$ cat config.mk
export PLATFORM = sky130hd
export DESIGN_NAME = icache
export DESIGN_NICKNAME = d
export VERILOG_FILES = /design/src/rtl/icache.sv
export SDC_FILE = /design/constraint.sdc
export NUM_CORES = 1
export LEC_CHECK = 0
export CAP_MARGIN = 0
export CORE_MARGIN = 2
export CORE_UTILIZATION = 63
export DETAILED_ROUTE_END_ITERATION = 7
export DONT_BUFFER_PORTS = 1
export PLACE_DENSITY = 0.79
export SYNTH_ARGS = -nofsm -noshare
export SYNTH_HDL_FRONTEND = slang
export SYNTH_SLANG_ARGS = --single-unit
$ cat constraint.sdc
create_clock -name CLK -period 8.2 [get_ports CLK]
set_input_delay 1.64 -clock CLK [delete_from_list [all_inputs] [get_ports CLK]]
set_output_delay 1.64 -clock CLK [all_outputs]
set_load 0.03 [all_outputs]
$ cat src/rtl/icache.sv
// icache: direct-mapped, read-only instruction cache with one 32-bit word per frame.
// A miss parks the FSM in FILL until memory answers; inv drops every frame at once.
module icache #(
  parameter int SETS = 16
) (
  input  logic        CLK,
  input  logic        nRST,
  input  logic        imemREN,
  input  logic [31:0] imemaddr,
  output logic        ihit,
  output logic [31:0] imemload,
  output logic        iREN,
  output logic [31:0] iaddr,
  input  logic        iwait,
  input  logic [31:0] iload,
  input  logic        inv,
  output logic [15:0] miss_count
);

  typedef enum logic {
    IDLE = 1'b0,
    FILL = 1'b1
  } state_t;

  state_t      state_q, state_d;
  logic [31:0] miss_addr_q, miss_addr_d;
  logic [15:0] miss_count_q, miss_count_d;

  logic [SETS-1:0] valid_q;
  logic [25:0]     tag_q  [SETS];
  logic [31:0]     data_q [SETS];

  logic [3:0]  idx_s;
  logic [3:0]  fill_idx_s;
  logic [25:0] tag_s;
  logic        hit_s;
  logic        fill_done_s;
  logic        unused_s;

  // Byte offset bits never select anything in a word-per-frame cache.
  assign unused_s = ^{imemaddr[1:0], miss_addr_q[1:0]};

  // Address decode, hit detection and datapath-facing outputs.
  always_comb begin
    idx_s       = imemaddr[5:2];
    tag_s       = imemaddr[31:6];
    fill_idx_s  = miss_addr_q[5:2];
    hit_s       = 1'b0;
    fill_done_s = 1'b0;
    if (state_q == IDLE) begin
      hit_s = imemREN & valid_q[idx_s] & (tag_q[idx_s] == tag_s);
    end else begin
      fill_done_s = ~iwait;
    end
    ihit = hit_s;
    if (hit_s) begin
      imemload = data_q[idx_s];
    end else begin
      imemload = 32'h0000_0000;
    end
  end

  // Memory-facing request is a pure function of the registered state.
  always_comb begin
    if (state_q == FILL) begin
      iREN  = 1'b1;
      iaddr = {miss_addr_q[31:2], 2'b00};
    end else begin
      iREN  = 1'b0;
      iaddr = 32'h0000_0000;
    end
    miss_count = miss_count_q;
  end

  // Next-state logic for the miss/fill controller.
  always_comb begin
    state_d      = state_q;
    miss_addr_d  = miss_addr_q;
    miss_count_d = miss_count_q;
    case (state_q)
      IDLE: begin
        if (imemREN && !hit_s) begin
          state_d      = FILL;
          miss_addr_d  = imemaddr;
          miss_count_d = miss_count_q + 16'd1;
        end else begin
          state_d = IDLE;
        end
      end
      FILL: begin
        // A fill always runs to completion; only reset can abandon it.
        if (!iwait) begin
          state_d = IDLE;
        end else begin
          state_d = FILL;
        end
      end
      default: begin
        state_d = IDLE;
      end
    endcase
  end

  // Controller state, captured miss address and miss counter.
  always_ff @(posedge CLK) begin
    if (!nRST) begin
      state_q      <= IDLE;
      miss_addr_q  <= 32'h0000_0000;
      miss_count_q <= 16'h0000;
    end else begin
      state_q      <= state_d;
      miss_addr_q  <= miss_addr_d;
      miss_count_q <= miss_count_d;
    end
  end

  // Valid bits: invalidate wins over a fill landing in the same cycle.
  always_ff @(posedge CLK) begin
    if (!nRST) begin
      valid_q <= {SETS{1'b0}};
    end else if (inv) begin
      valid_q <= {SETS{1'b0}};
    end else if (fill_done_s) begin
      valid_q[fill_idx_s] <= 1'b1;
    end else begin
      valid_q <= valid_q;
    end
  end

  // Tag and data arrays carry no reset; valid qualifies them.
  always_ff @(posedge CLK) begin
    if (nRST && fill_done_s) begin
      tag_q[fill_idx_s]  <= miss_addr_q[31:6];
      data_q[fill_idx_s] <= iload;
    end
  end

endmodule

==> images/layer_met1.png <==
Cells faint in the background.
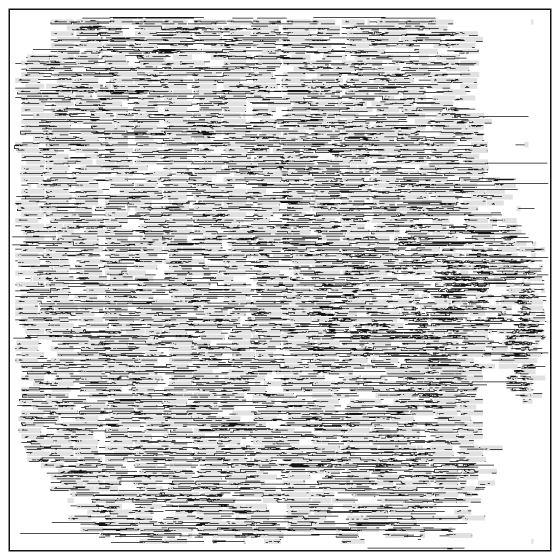
The layer carries 33.5 mm of wire. 1,824 nets have wire on it. The longest straight run is 75.0 µm. The layer holds 38% of the routed length. The wires run mostly horizontal.
WL final: 88,880 µm
total number of vias: 18,714

==> images/layer_met2.png <==
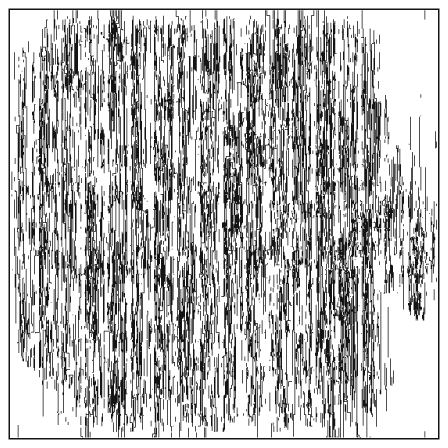
The longest straight run is 97.9 µm. 1,771 nets have wire on it. The layer holds 50% of the routed length. The layer carries 44.1 mm of wire. The wires run mostly vertical.
met2 GRT Util: 0.4623

==> images/layer_met4.png <==
Cells faint in the background.
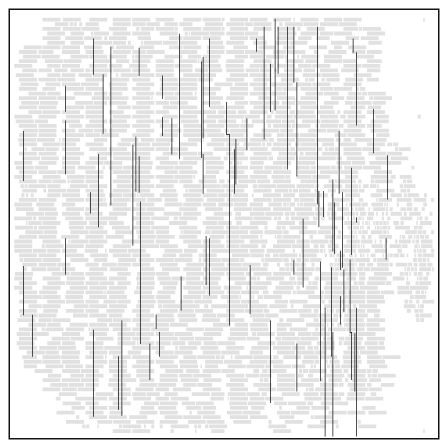
The layer holds 3.1% of the routed length. 43 nets have wire on it. The longest straight run is 112 µm.

==> impl_metrics.yaml <==
# physical design summary
finish:
  antennaDiodeCount: 0
  drive_gt1_frac: 0.2390
  lay_top_count: "edfxtp_1"
  fillers: 3430
  final_cells: 2686
  nets: 1895
die:
  rows: 90
  fp_util: 0.6386
yosys:
  ys_cells: 1797
  ys_types: 62
timing:
  grt_setup_unrepaired: "no"
  hold_viol_final: 0
  setup-violations-final: 0
  finalCritPeriodShare: 0.8675
  fmax_ghz: 0.1406
setup_path:
  required_ns: 6.56
  r2r-start: "tag_q[14][24]$_DFFE_PP_"
  critPathLaunch: "imemaddr[2]"
  startpoint_type: "input port"
clock_tree:
  numCtsBuffers: 96
  cts_buffer_depth: 3
  cts_hold_buf: 0
  clkSinkCount: 991
  cts-root-buf: "clkbuf_16"
place:
  dpl.cell_count: 2509
  dp_hpwl_um: 41960
  gp_congestion: 0.8491
drt:
  top_layer_used: "met4"
  wl_met2_um: 44130
  wl_met1_um: 33460
global_route:
  busiest_layer: "met2"
  antenna_found_initial: 0
  use_met1: 0.4019
pwr:
  vdd.ir_drop.worst_mv: 0.2332
outcome:
  status: "completed"
worst_hold_path:
  holdPathEnd: "valid_q[14]$_SDFFE_PP0P_"
-- report_power, final --
| group | internal, mW | switching (mW) | total (mW) |
|---|---|---|---|
| registers | 5.55 | 0.0474 | 5.60 |
| logic | 0.184 | 0.139 | 0.322 |
| clock network | 2.56 | 1.88 | 4.44 |
| total | 8.30 | 2.06 | 10.4 |
-- worst max-delay path: cells and delay by family --
family	cells	cell delay, ns
AND-OR/OR-AND	1	0.33
XOR/XNOR	1	0.16
multiplexers	2	0.80
AND/OR/NAND/NOR	4	2.23
-- cell type report --
type                       instances  area share
sequential                       991      0.6826
multi-input combinational        708      0.2150
clock buffer                     127     0.06389
tap                              782     0.02293
clock inverter                    50     0.01099
timing repair buffer              24    0.004222
inverter                           4   0.0003811
-- flip-flops by register name, summed over array words and instances (netlist names) --
name,cells
data_q,512
miss_addr_q,30
state_q,1
tag_q,416
valid_q,16
miss_count,16
-- per-stage QoR --
step | setup slack [ns] | hold WS, ns | instance area [µm²] | utilization
final | 1.086 | 0.4668 | 42680 | 0.7044
after detailed placement | 1.333 | 0.4556 | 39480 | 0.6517
after CTS | 1.341 | 0.4687 | 42680 | 0.7044
after global placement | 1.419 | 0.4445 | 39480 | 0.6517
after floorplan | 1.657 | 0.4315 | 38690 | -
after global routing | 1.012 | 0.5007 | 42680 | 0.7044
-- cell families after synthesis --
logic type                 Yosys count  share of synthesized area
DFF                                991                     0.7529
muxes                              342                     0.1746
and+or+nand+nor                    243                    0.03451
buffers and inverters               99                    0.01307
AOI/OAI and AO/OA                   85                    0.01662
xor gates and xnor gates            35                   0.007923
adders and majority gates            1                  0.0003234
other                                1                 0.00009693
Power figures rest on the tool's default switching activity, not on a simulated workload.
